==> run_1/layer_met2.png <==
Scale: 2 px per µm. Cells faint in the background.
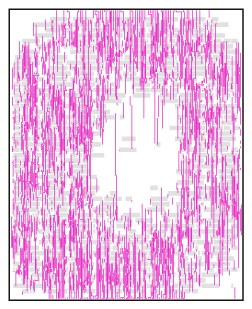
==> run_1/io_fan.png <==
Scale: 2 px per µm.
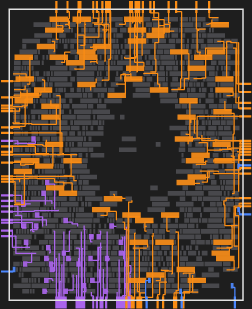
==> run_1/clocks.png <==
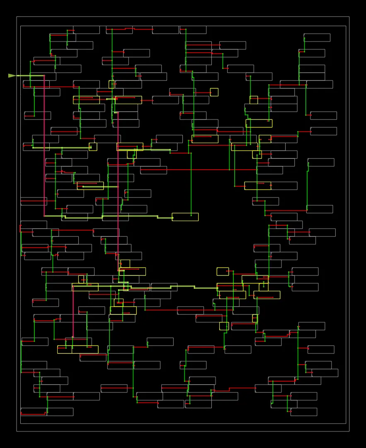
File: config.mk
export PLATFORM = sky130hd
export DESIGN_NAME = alu_mul_seq
export DESIGN_NICKNAME = d
export VERILOG_FILES = /design/src/rtl/alu_pkg.sv /design/src/rtl/alu_mul_seq.sv
export SDC_FILE = /design/constraint.sdc
export NUM_CORES = 1
export LEC_CHECK = 0
export CAP_MARGIN = 20
export CORE_ASPECT_RATIO = 1.25
export CORE_UTILIZATION = 47
export DETAILED_ROUTE_END_ITERATION = 12
export MAX_ROUTING_LAYER = met4
export PLACE_DENSITY = 0.91
export SLEW_MARGIN = 30
export SYNTH_ARGS = -nofsm -noshare
export SYNTH_HDL_FRONTEND = slang
export SYNTH_SLANG_ARGS = --single-unit
File: constraint.sdc
create_clock -name clk -period 2.8 [get_ports clk]
set_clock_uncertainty 0.1 [all_clocks]
set_input_delay 0.56 -clock clk [delete_from_list [all_inputs] [get_ports clk]]
set_output_delay 0.56 -clock clk [all_outputs]
set_load 0.05 [all_outputs]
File: src/rtl/alu_pkg.sv
// rtl/alu_pkg.sv - shared ALU function codes, multiply sequencer states and default width
package alu_pkg;

  localparam int ALU_WIDTH = 32;

  localparam logic [5:0] ALU_AND = 6'b100100;
  localparam logic [5:0] ALU_OR  = 6'b100101;
  localparam logic [5:0] ALU_ADD = 6'b100000;
  localparam logic [5:0] ALU_SUB = 6'b100010;
  localparam logic [5:0] ALU_SLT = 6'b101010;

  typedef enum logic [1:0] {
    ST_IDLE = 2'd0,
    ST_RUN  = 2'd1,
    ST_DONE = 2'd2,
    ST_FIX  = 2'd3
  } mul_state_e;

endpackage

File: src/rtl/alu_mul_seq.sv
// rtl/alu_mul_seq.sv - shift-add 32x32 multiply sequencer driving an external ALU (optional MUL_SIGNED_EN)
module alu_mul_seq
  import alu_pkg::*;
#(
  parameter int WIDTH = ALU_WIDTH,
  parameter int CNT_W = 6
) (
  input  logic               clk,
  input  logic               reset,
  input  logic               start,
  input  logic [WIDTH-1:0]   dataA,
  input  logic [WIDTH-1:0]   dataB,
`ifdef MUL_SIGNED_EN
  input  logic               is_signed,
`endif
  output logic               busy,
  output logic               done,
  output logic [2*WIDTH-1:0] product,
  output logic [WIDTH-1:0]   alu_dataA,
  output logic [WIDTH-1:0]   alu_dataB,
  output logic [5:0]         alu_Signal,
  input  logic [WIDTH-1:0]   alu_dataOut
);

  mul_state_e       state_q, state_d;
  logic [CNT_W-1:0] cnt_q;
  logic [WIDTH-1:0] hi_q, lo_q, mcand_q;
  logic [WIDTH-1:0] hi_n, lo_n;
  logic [WIDTH-1:0] load_a, load_b;
  logic             accept, last_iter, carry;
`ifdef MUL_SIGNED_EN
  logic             neg_q;
  logic             neg_d;
`endif

  assign accept    = start && ((state_q == ST_IDLE) || (state_q == ST_DONE));
  assign last_iter = (cnt_q == CNT_W'(WIDTH - 1));

  // The ALU has no carry-out, so recover it: an unsigned add wrapped iff sum < hi.
  assign carry = (alu_dataOut < hi_q);
  assign hi_n  = {carry, alu_dataOut[WIDTH-1:1]};
  assign lo_n  = {alu_dataOut[0], lo_q[WIDTH-1:1]};

  assign alu_Signal = ALU_ADD;

`ifdef MUL_SIGNED_EN
  // Signed requests run the unsigned core on magnitudes and fix the sign afterwards.
  always_comb begin
    load_a = dataA;
    load_b = dataB;
    neg_d  = 1'b0;
    if (is_signed) begin
      if (dataA[WIDTH-1]) load_a = ~dataA + WIDTH'(1);
      if (dataB[WIDTH-1]) load_b = ~dataB + WIDTH'(1);
      neg_d = dataA[WIDTH-1] ^ dataB[WIDTH-1];
    end
  end
`else
  assign load_a = dataA;
  assign load_b = dataB;
`endif

  // State register.
  always_ff @(posedge clk or negedge reset) begin
    if (!reset) state_q <= ST_IDLE;
    else        state_q <= state_d;
  end

  // Next-state logic; DONE is always a single cycle unless a new start arrives.
  always_comb begin
    state_d = state_q;
    case (state_q)
      ST_IDLE: if (start) state_d = ST_RUN;
`ifdef MUL_SIGNED_EN
      ST_RUN:  if (last_iter) state_d = ST_FIX;
      ST_FIX:  state_d = ST_DONE;
`else
      ST_RUN:  if (last_iter) state_d = ST_DONE;
`endif
      ST_DONE: state_d = start ? ST_RUN : ST_IDLE;
      default: state_d = ST_IDLE;
    endcase
  end

  // Status and ALU operand drive; operands are zero whenever the ALU is not ours.
  always_comb begin
    busy      = 1'b0;
    done      = 1'b0;
    alu_dataA = '0;
    alu_dataB = '0;
    case (state_q)
      ST_RUN: begin
        busy      = 1'b1;
        alu_dataA = hi_q;
        alu_dataB = lo_q[0] ? mcand_q : '0;
      end
      ST_FIX:  busy = 1'b1;
      ST_DONE: done = 1'b1;
      default: ;
    endcase
  end

  // Accumulator, counter and product register.
  always_ff @(posedge clk or negedge reset) begin
    if (!reset) begin
      cnt_q   <= '0;
      hi_q    <= '0;
      lo_q    <= '0;
      mcand_q <= '0;
      product <= '0;
`ifdef MUL_SIGNED_EN
      neg_q   <= 1'b0;
`endif
    end else if (accept) begin
      mcand_q <= load_a;
      hi_q    <= '0;
      lo_q    <= load_b;
      cnt_q   <= '0;
`ifdef MUL_SIGNED_EN
      neg_q   <= neg_d;
`endif
    end else if (state_q == ST_RUN) begin
      hi_q  <= hi_n;
      lo_q  <= lo_n;
      cnt_q <= cnt_q + CNT_W'(1);
`ifndef MUL_SIGNED_EN
      if (last_iter) product <= {hi_n, lo_n};
`endif
    end
`ifdef MUL_SIGNED_EN
    else if (state_q == ST_FIX) begin
      product <= neg_q ? (~{hi_q, lo_q} + (2*WIDTH)'(1)) : {hi_q, lo_q};
    end
`endif
  end

endmodule

==> run summary, run 1 <==
Register bit total from synthesis: 168
Worst slew pin tran: 0.568 ns
RSZ-0062 raised after global routing: no
Peak VDD IR: 0.882 mV
Final Max Slew Viols: 0
Final worst setup slack: 0.170 ns
Final min period: 2.63 ns
Cell taking the most area after synthesis: dfrtp_1
Top cells, area: dfrtp_1 55%, mux2_2 9.3%, nand2_1 8.2%
Achievable Freq: 380 MHz
Core Region: 0.0158 mm²
Final worst path period share: 0.939
Die width: 116 µm
DR WL/cell: 17.7 µm
OpenROAD warning count: 26
Final hold slack: -0.00131 ns
Failing checks: negative hold slack
Final hold violations: 2
Ant diodes: 0
Die H: 145 µm
Crit end category: output pin
Synthesized cell area: 0.00766 mm²
Design Power: 15.0 mW
Area Growth Syn to Fin: 48.7%
Max Cap Violations: 0
Worst rel slew slack: 0.620
Initial antenna violation count: 0
Max clock buf depth: 2
DR vias/cell: 5.36
CTS tree: built
Outcome: complete, but fails checks
First DRT Iteration DRCs: 436
Setup TNS: 0 ns
First-pass iteration count of the detailed router: 4
CTS H-tree lvls: 4
PwrDens: 1320 mW/mm²
Root buf cell: clkbuf_16
Notes on layer_met2.png above:
- main direction: vertical
- longest straight run: 44.9 µm
- wire length on this layer: 11500 µm
- share of all routed wire: 55%
met2 usage: 0.476
Via Count: 6396

Notes on io_fan.png above:
- `product`: orange (bits 64; direction output; edge 22 top, 17 right, 14 left, 11 bottom; end cells 64; wire 2300 µm)
- `alu_Signal`: blue (bits 6; direction output; edge 3 bottom, 2 right, 1 left; end cells 6; wire 26.3 µm)
- `alu_dataB`: purple (bits 32; direction output; edge 23 bottom, 9 left; end cells 32; wire 819 µm)
PortBufs: 228
IO Count: 235

Notes on clocks.png above:
total clock network power: 2.20 mW
Num CTS Buffers: 17
Clock Sinks: 168
clock buffer count: 18

run 1: final timing paths:
path                                               from                 endpoint  slack, ns  cells after the start
worst min register to register  mcand_q[25]$_DFFE_PN0P_  mcand_q[25]$_DFFE_PN0P_       0.37                      2
worst min-delay path                              reset     hi_q[11]$_DFFE_PN0P_     -0.001                      1
worst max-delay path             state_q[1]$_DFFE_PN0P_            alu_dataA[20]       0.17                      4
max in group asynchronous                         reset  product[39]$_DFFE_PN0P_       1.90                      2
worst max register to register      hi_q[9]$_DFFE_PN0P_     hi_q[31]$_DFFE_PN0P_       0.52                      8
min in group clk                mcand_q[25]$_DFFE_PN0P_  mcand_q[25]$_DFFE_PN0P_       0.37                      2
run 1: sequential cells by signal (all words and copies together), names as in the netlist:
register / flops
lo_q: 32
cnt_q: 6
hi_q: 32
state_q: 2
mcand_q: 32
product: 64
run 1: report_power, final:
part           internal [mW]  total [mW]  switching [mW]
sequential              3.49        4.17           0.673
clock                   1.18        2.20            1.02
combinational           3.45        8.63            5.18
total                   8.12        15.0            6.87
run 1: routing by layer:
metal,GRT usage,part of all wire
met1,0.296,0.38
met3,0.0487,0.049
met5,-,0
met2,0.476,0.55
met4,0.0918,0.023
run 1: synthesized netlist by cell type:
cell type	count
a2111oi_0	1
a211oi_1	1
a21o_1	3
a21oi_1	11
a221oi_1	1
a22o_1	32
a22oi_1	2
a2bb2oi_1	1
a31o_2	1
a31oi_1	30
a32o_1	1
and2_0	1
and2_1	1
and3_1	32
and4_1	1
and4_2	1
buf_2	5
buf_4	11
buf_6	1
clkbuf_1	36
conb_1	2
dfrtp_1	168
ha_1	32
inv_1	31
mux2_2	63
nand2_1	168
nand2b_1	3
nand3_1	3
nand4_1	5
nor2_1	66
nor2b_1	5
nor3_1	4
nor4_2	1
o211ai_1	1
o21a_1	1
o21ai_0	9
o22ai_1	2
o31ai_1	1
or4_1	2
xor2_1	2
run 1: per-stage QoR:
stage               utilization  cells  hold slack [ns]  instance area, µm²
floorplan                     -    746            0.164                7670
detailed placement        0.687   1161            0.355               10800
global placement          0.687   1161            0.348               10800
global route              0.722   1193           0.0272               11400
finish                    0.722   1193         -0.00131               11400
CTS                       0.722   1193          0.00879               11400
run 1: kinds of logic (layout without fill, tap and decap cells):
kind of cell / after synthesis / count (layout) / synth area share
buffers and inverters: 84 / 319 / 0.0484
other: 2 / 6 / 0.000981
and+or+nand+nor: 293 / 293 / 0.164
DFF: 168 / 168 / 0.549
xor gates and xnor gates: 2 / 2 / 0.00229
adders and majority gates: 32 / 32 / 0.0523
muxes: 63 / 63 / 0.0927
AOI/OAI and AO/OA: 98 / 98 / 0.0905
run 1: layout make-up:
class,count,area (µm²),share of cell area
clock buffer,18,439,0.0386
clock inverter,14,113,0.00989
tap,212,265,0.0233
sequential,168,4200,0.369
multi-input combinational,494,3130,0.275
timing repair buffer,256,3120,0.274
inverter,31,116,0.0102
run 1: critical path, stage by stage (launching register included):
cell and delay, ns:
dfrtp_1 0.43, nand2b_2 0.38, buf_4 0.33, nor2_1 0.24, buf_12 0.18
--- run 2 (diff from run 1) ---
--- a/config.mk
+++ b/config.mk
@@ -6,7 +6,6 @@
 export NUM_CORES = 1
 export LEC_CHECK = 0
 export CAP_MARGIN = 20
-export CORE_ASPECT_RATIO = 1.25
 export CORE_UTILIZATION = 47
 export DETAILED_ROUTE_END_ITERATION = 12
 export MAX_ROUTING_LAYER = met4
==> run_2/detail.png <==
Region (87, 87) to (107, 107) µm. Cells in gray, sequential cells in the stronger gray; small squares are vias.
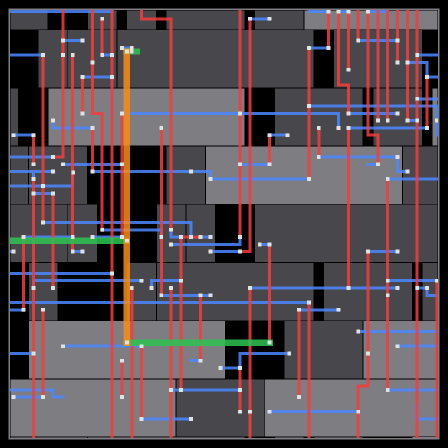
- metal 3: green
- metal 1: blue
- metal 4: orange
- metal 2: red
- sequential cells in the window: 5
- cells with their middle in the window: 24
- most frequent: nand2_1 (6), dfrtp_1 (5), mux2_2 (4)
- netlist names of flops here include: `product` (3), `lo_q` (2)

==> run 2 against run 1 <==
The flow now finishes without violations. Setup slack gained 0.052 ns. First-iteration DRC count shrank 27%. Core utilization shrank 4.3 points. Final cell count rose by 1.0%. Die area about the same. Total power down 6.4%. Clock power rose by 6%. Synthesized area unchanged. Synthesized cell count unchanged. Critical path type unchanged. Highest routed layer unchanged.
==> run summary, run 2 <==
DR vias/cell: 5.28
Clk pwr share: 0.166
Hold WC Path Type: primary input to async pin
P_sw: 6.58 mW
Peak VDD IR: 0.712 mV
Register bit total from synthesis: 168
CTS H-tree lvls: 4
Top register by number of flip-flops: product
DR WL/cell: 16.5 µm
Core Region: 0.0159 mm²
Setup TNS: 0 ns
Switch share: 0.469
Final Max Slew Viols: 0
Antenna-violating nets left: 0
Outcome: completed
GR Util met1: 0.314
Clock Sinks: 168
Final HPWL DP: 14.0 mm
Top cells, area: dfrtp_1 55%, mux2_2 9.3%, nand2_1 8.2%
Grt total ovfl: 0
Area Growth Syn to Fin: 41.0%
Endpoints failing setup: 0
CTS tree: built
Vias in the first global route: 6480
Synth Area per Inst: 10.3 µm²
YS warnings: 0
PortBufs: 228
Synthesized cell area: 0.00766 mm²
First DRT Iteration DRCs: 318
IO Count: 235
FP Rows: 46
Ant diodes: 0
Post-Place Worst Slack: -0.0984 ns
GPL Wtd Cong: 0.839
Final worst setup slack: 0.222 ns
CP arrival: 1.92 ns
Num CTS Buffers: 17
First-pass GRT wire length: 31.8 mm
WL final: 19.9 mm
Setup Buffers After CTS: 0
Final nets: 1107
Slowest CP cell: dfrtp_1
Die width: 130 µm
Met2 usage: 0.413
Combinational share of power: 0.539
Largest net degree at the start of global routing: 63
Post-synth top area share: 0.549
RSZ-0062 raised after global routing: no
Final hold violations: 0
Chip area: 0.0168 mm²
Critical path type: flop to output pin
Final worst path period share: 0.921
First-pass iteration count of the detailed router: 4
Layout cells sized above 1: 0.206
Post-synth EDFFs: 0
Crit end category: output pin
Worst rel slew slack: 0.339
Layer with the highest usage: met2
Root buf cell: clkbuf_16
P_int: 7.45 mW
Final min period: 2.58 ns
Sequential area share after synthesis: 0.549
Cts hold-fix bufs: 0
PwrDens: 1300 mW/mm²
Sequential cell fraction of total power: 0.295
Max FFs per register: 64
Yosys Instances: 742
Die H: 130 µm
Async set or reset register ratio after synthesis: 1.00
Initial antenna violation count: 0
Via Count: 6359
Yosys chip area: 0.00766 mm²
Max clock buf depth: 2
Worst-path cell chain: nor2b_4, buf_12, and3_1, buf_4
Most used flip-flop cell: dfrtp_1
Worst path max stage delay: 0.48 ns
Synth cell count leaders: 168 x dfrtp_1, 168 x nand2_1, 66 x nor2_1
Final Core Density: 0.680
Achievable Freq: 388 MHz
Clk pin slew, worst setup/hold paths: 0.07 ns
Cell taking the most area after synthesis: dfrtp_1
Gate Count Post-Synth: 742
OpenROAD warning count: 26
Met3 Track Usage GR: 0.0458
Worst slew pin tran: 0.990 ns
Final hold slack: 0.0236 ns
Max Cap Violations: 0
run 2: cell counts after synthesis:
Identical to the previous run, type by type.
run 2: layout make-up:
type / count / area (µm²) / share of cell area
Clock buffer: 17 / 425 / 0.0394
Clock inverter: 15 / 164 / 0.0152
Inverter: 31 / 116 / 0.0108
Multi-Input combinational cell: 494 / 3130 / 0.290
Sequential cell: 168 / 4200 / 0.389
Tap cell: 216 / 270 / 0.0250
Timing Repair Buffer: 264 / 2480 / 0.230
run 2: cell families after synthesis:
logic type / after synthesis / share of synthesized area
AND/OR/NAND/NOR: 293 / 0.164
other: 2 / 0.000981
flip-flops: 168 / 0.549
buffers and inverters: 84 / 0.0484
XOR/XNOR: 2 / 0.00229
adder cells (fa/ha/maj): 32 / 0.0523
multiplexers: 63 / 0.0927
AND-OR/OR-AND: 98 / 0.0905
run 2: routing by layer:
layer | part of all wire | routed length, µm | up-vias
met3 | 0.050 | 992 | 40
met5 | 0 | 0 | -
li1 | - | - | 2975
met2 | 0.50 | 9930 | 214
met1 | 0.43 | 8540 | 3130
met4 | 0.021 | 412 | 0
run 2: metrics by stage:
| stage | area [µm²] | std cells | power (mW) |
|---|---|---|---|
| floorplan | 7670 | 746 | 9.15 |
| global placement | 10200 | 1173 | 11.5 |
| detailed placement | 10200 | 1173 | 11.7 |
| CTS | 10800 | 1205 | 14.1 |
| global route | 10800 | 1205 | 14.8 |
| finish | 10800 | 1205 | 14.0 |
run 2: power by group through the flow:
stage	clock, mW	sequential (mW)	combinational [mW]
3_3_place_gp	0	4.10	7.42
6_report	2.34	4.14	7.56
5_1_grt	2.48	4.28	8.04
3_5_place_dp	0	4.16	7.58
4_1_cts	2.38	4.14	7.61
2_1_floorplan	0	5.42	3.73
run 2: path summary, 6_finish.rpt:
path	slack, ns	start	depth (start not counted)	end
setup / recovery	0.22	state_q[0]$_DFFE_PN0P_	4	alu_dataB[8]
hold / removal	0.02	reset	1	product[40]$_DFFE_PN0P_
setup reg to reg	0.50	hi_q[15]$_DFFE_PN0P_	8	hi_q[31]$_DFFE_PN0P_
hold reg to reg	0.37	mcand_q[7]$_DFFE_PN0P_	2	mcand_q[7]$_DFFE_PN0P_
max in group asynchronous	1.86	reset	2	hi_q[19]$_DFFE_PN0P_
min in group clk	0.37	mcand_q[7]$_DFFE_PN0P_	2	mcand_q[7]$_DFFE_PN0P_
run 2: critical path: cells and delay by family, from the launching register on:
kind                   cells  cell delay, ns
and+or+nand+nor            2            0.57
buffers and inverters      2            0.44
DFF                        1            0.48
--- run 3 (diff from run 2) ---
--- a/config.mk
+++ b/config.mk
@@ -7,6 +7,7 @@
 export LEC_CHECK = 0
 export CAP_MARGIN = 20
 export CORE_UTILIZATION = 47
+export CTS_CLUSTER_SIZE = 30
 export DETAILED_ROUTE_END_ITERATION = 12
 export MAX_ROUTING_LAYER = met4
 export PLACE_DENSITY = 0.91
==> run_3/layer_met2.png <==
Scale: 3 px per µm. Cells faint in the background.
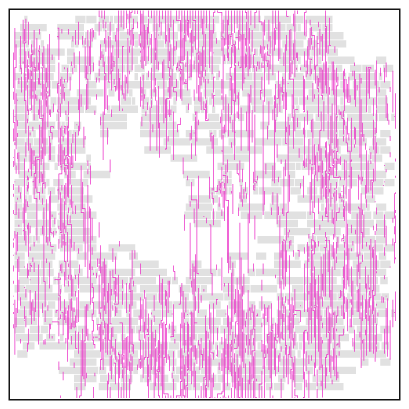
- share of all routed wire: 50%
- main direction: vertical
- wire length on this layer: 9930 µm
WL final: 19.9 mm
met2 usage: 0.413
Via Count: 6359

==> run 3 against run 2 <==
Final area did not move. Synthesized area stayed put. Sequential share of layout area unchanged. Sequential cell count is the same. Total power unchanged. Routed wire length did not move. Via count did not move. Count of clock-buffer cells in the layout stayed put. Core utilization is the same.
==> run summary, run 3 <==
Outcome: completed
DR vias/cell: 5.28
Largest net degree at the start of global routing: 63
Final Max Slew Viols: 0
Final hold violations: 0
Core Region: 0.0159 mm²
First DRT Iteration DRCs: 318
Worst-path cell chain: nor2b_4, buf_12, and3_1, buf_4
Synthesized cell area: 0.00766 mm²
Vias in the first global route: 6480
Yosys chip area: 0.00766 mm²
Worst path max stage delay: 0.48 ns
Worst rel slew slack: 0.339
FP Rows: 46
Worst slew pin tran: 0.990 ns
Async set or reset register ratio after synthesis: 1.00
PwrDens: 1300 mW/mm²
Top cells, area: dfrtp_1 55%, mux2_2 9.3%, nand2_1 8.2%
Synth cell count leaders: 168 x dfrtp_1, 168 x nand2_1, 66 x nor2_1
Die width: 130 µm
Layout cells sized above 1: 0.206
First-pass iteration count of the detailed router: 4
YS warnings: 0
Final HPWL DP: 14.0 mm
Cells on worst reg2reg path: 8
Root buf cell: clkbuf_16
Final nets: 1107
Register bit total from synthesis: 168
Reg-to-reg startpoint: hi_q[15]$_DFFE_PN0P_
Crit end category: output pin
Grt total ovfl: 0
Synth Area per Inst: 10.3 µm²
Initial antenna violation count: 0
CTS H-tree lvls: 4
Num CTS Buffers: 17
Setup Buffers After CTS: 0
Endpoints failing setup: 0
Hold WC Path Type: primary input to async pin
Post-Place Worst Slack: -0.0984 ns
Area Growth Syn to Fin: 41.0%
Sequential cell fraction of total power: 0.295
Cts hold-fix bufs: 0
P_int: 7.45 mW
Max Cap Violations: 0
OpenROAD warning count: 26
Max clock buf depth: 2
Chip area: 0.0168 mm²
CP arrival: 1.92 ns
RSZ-0062 raised after global routing: no
Die H: 130 µm
DR WL/cell: 16.5 µm
Final min period: 2.58 ns
P_sw: 6.58 mW
Top register by number of flip-flops: product
Final worst path period share: 0.921
Critical path type: flop to output pin
Post-synth EDFFs: 0
Achievable Freq: 388 MHz
Post-synth top area share: 0.549
Ant diodes: 0
Clk pwr share: 0.166
Cell family with most CP delay: simple AND/OR/NAND/NOR gates
Sequential area share after synthesis: 0.549
Switch share: 0.469
Most used flip-flop cell: dfrtp_1
run 3: worst register-to-register path, stage by stage (launching register included):
cell     delay (ns)
dfrtp_1        0.35
inv_1          0.07
ha_1           0.30
and4_1         0.22
nand2_1        0.09
or4_1          0.55
a31oi_1        0.16
nor2_1         0.08
a32o_1         0.26
run 3: worst max-delay path by stage:
stage | slack (ns) | endpoint | startpoint | cells past startpoint
after floorplan | 0.53 | hi_q[31]$_DFFE_PN0P_ | alu_dataOut[11] | 7
after CTS | 0.19 | alu_dataB[8] | state_q[0]$_DFFE_PN0P_ | 4
final | 0.22 | alu_dataB[8] | state_q[0]$_DFFE_PN0P_ | 4
after global placement | -0.03 | hi_q[31]$_DFFE_PN0P_ | alu_dataOut[14] | 8
after detailed placement | -0.1 | hi_q[31]$_DFFE_PN0P_ | alu_dataOut[13] | 8
after global routing | 0.1 | alu_dataB[1] | state_q[0]$_DFFE_PN0P_ | 4
run 3: metal layers:
metal | GRT usage | part of all wire
met5 | - | 0
met4 | 0.0834 | 0.021
met3 | 0.0458 | 0.050
met2 | 0.413 | 0.50
met1 | 0.314 | 0.43
run 3: metrics by stage:
| stage | utilization | cell area (µm²) | std cells | hold slack, ns |
|---|---|---|---|---|
| 2_1_floorplan | - | 7670 | 746 | 0.164 |
| 3_3_place_gp | 0.642 | 10200 | 1173 | 0.349 |
| 3_5_place_dp | 0.642 | 10200 | 1173 | 0.355 |
| 4_1_cts | 0.680 | 10800 | 1205 | 0.0424 |
| 5_1_grt | 0.680 | 10800 | 1205 | 0.0627 |
| 6_report | 0.680 | 10800 | 1205 | 0.0236 |
run 3: kinds of logic after synthesis:
kind of cell               after synthesis  share of synthesized area
buffers and inverters                   84                     0.0484
muxes                                   63                     0.0927
DFF                                    168                      0.549
other                                    2                   0.000981
and+or+nand+nor                        293                      0.164
AOI/OAI and AO/OA                       98                     0.0905
xor gates and xnor gates                 2                    0.00229
adders and majority gates               32                     0.0523
run 3: power by group through the flow:
| stage | sequential (mW) | clock [mW] | combinational (mW) |
|---|---|---|---|
| floorplan | 5.42 | 0 | 3.73 |
| global placement | 4.10 | 0 | 7.42 |
| finish | 4.14 | 2.34 | 7.56 |
| detailed placement | 4.16 | 0 | 7.58 |
| global route | 4.28 | 2.48 | 8.04 |
| CTS | 4.14 | 2.38 | 7.61 |
run 3: cell type report:
class | count | area [µm²]
clock buffer | 17 | 425
clock inverter | 15 | 164
fill | 1203 | 5090
inverter | 31 | 116
multi-input combinational | 494 | 3130
sequential | 168 | 4200
tap | 216 | 270
timing repair buffer | 264 | 2480
Power figures rest on the tool's default switching activity, not on a simulated workload.
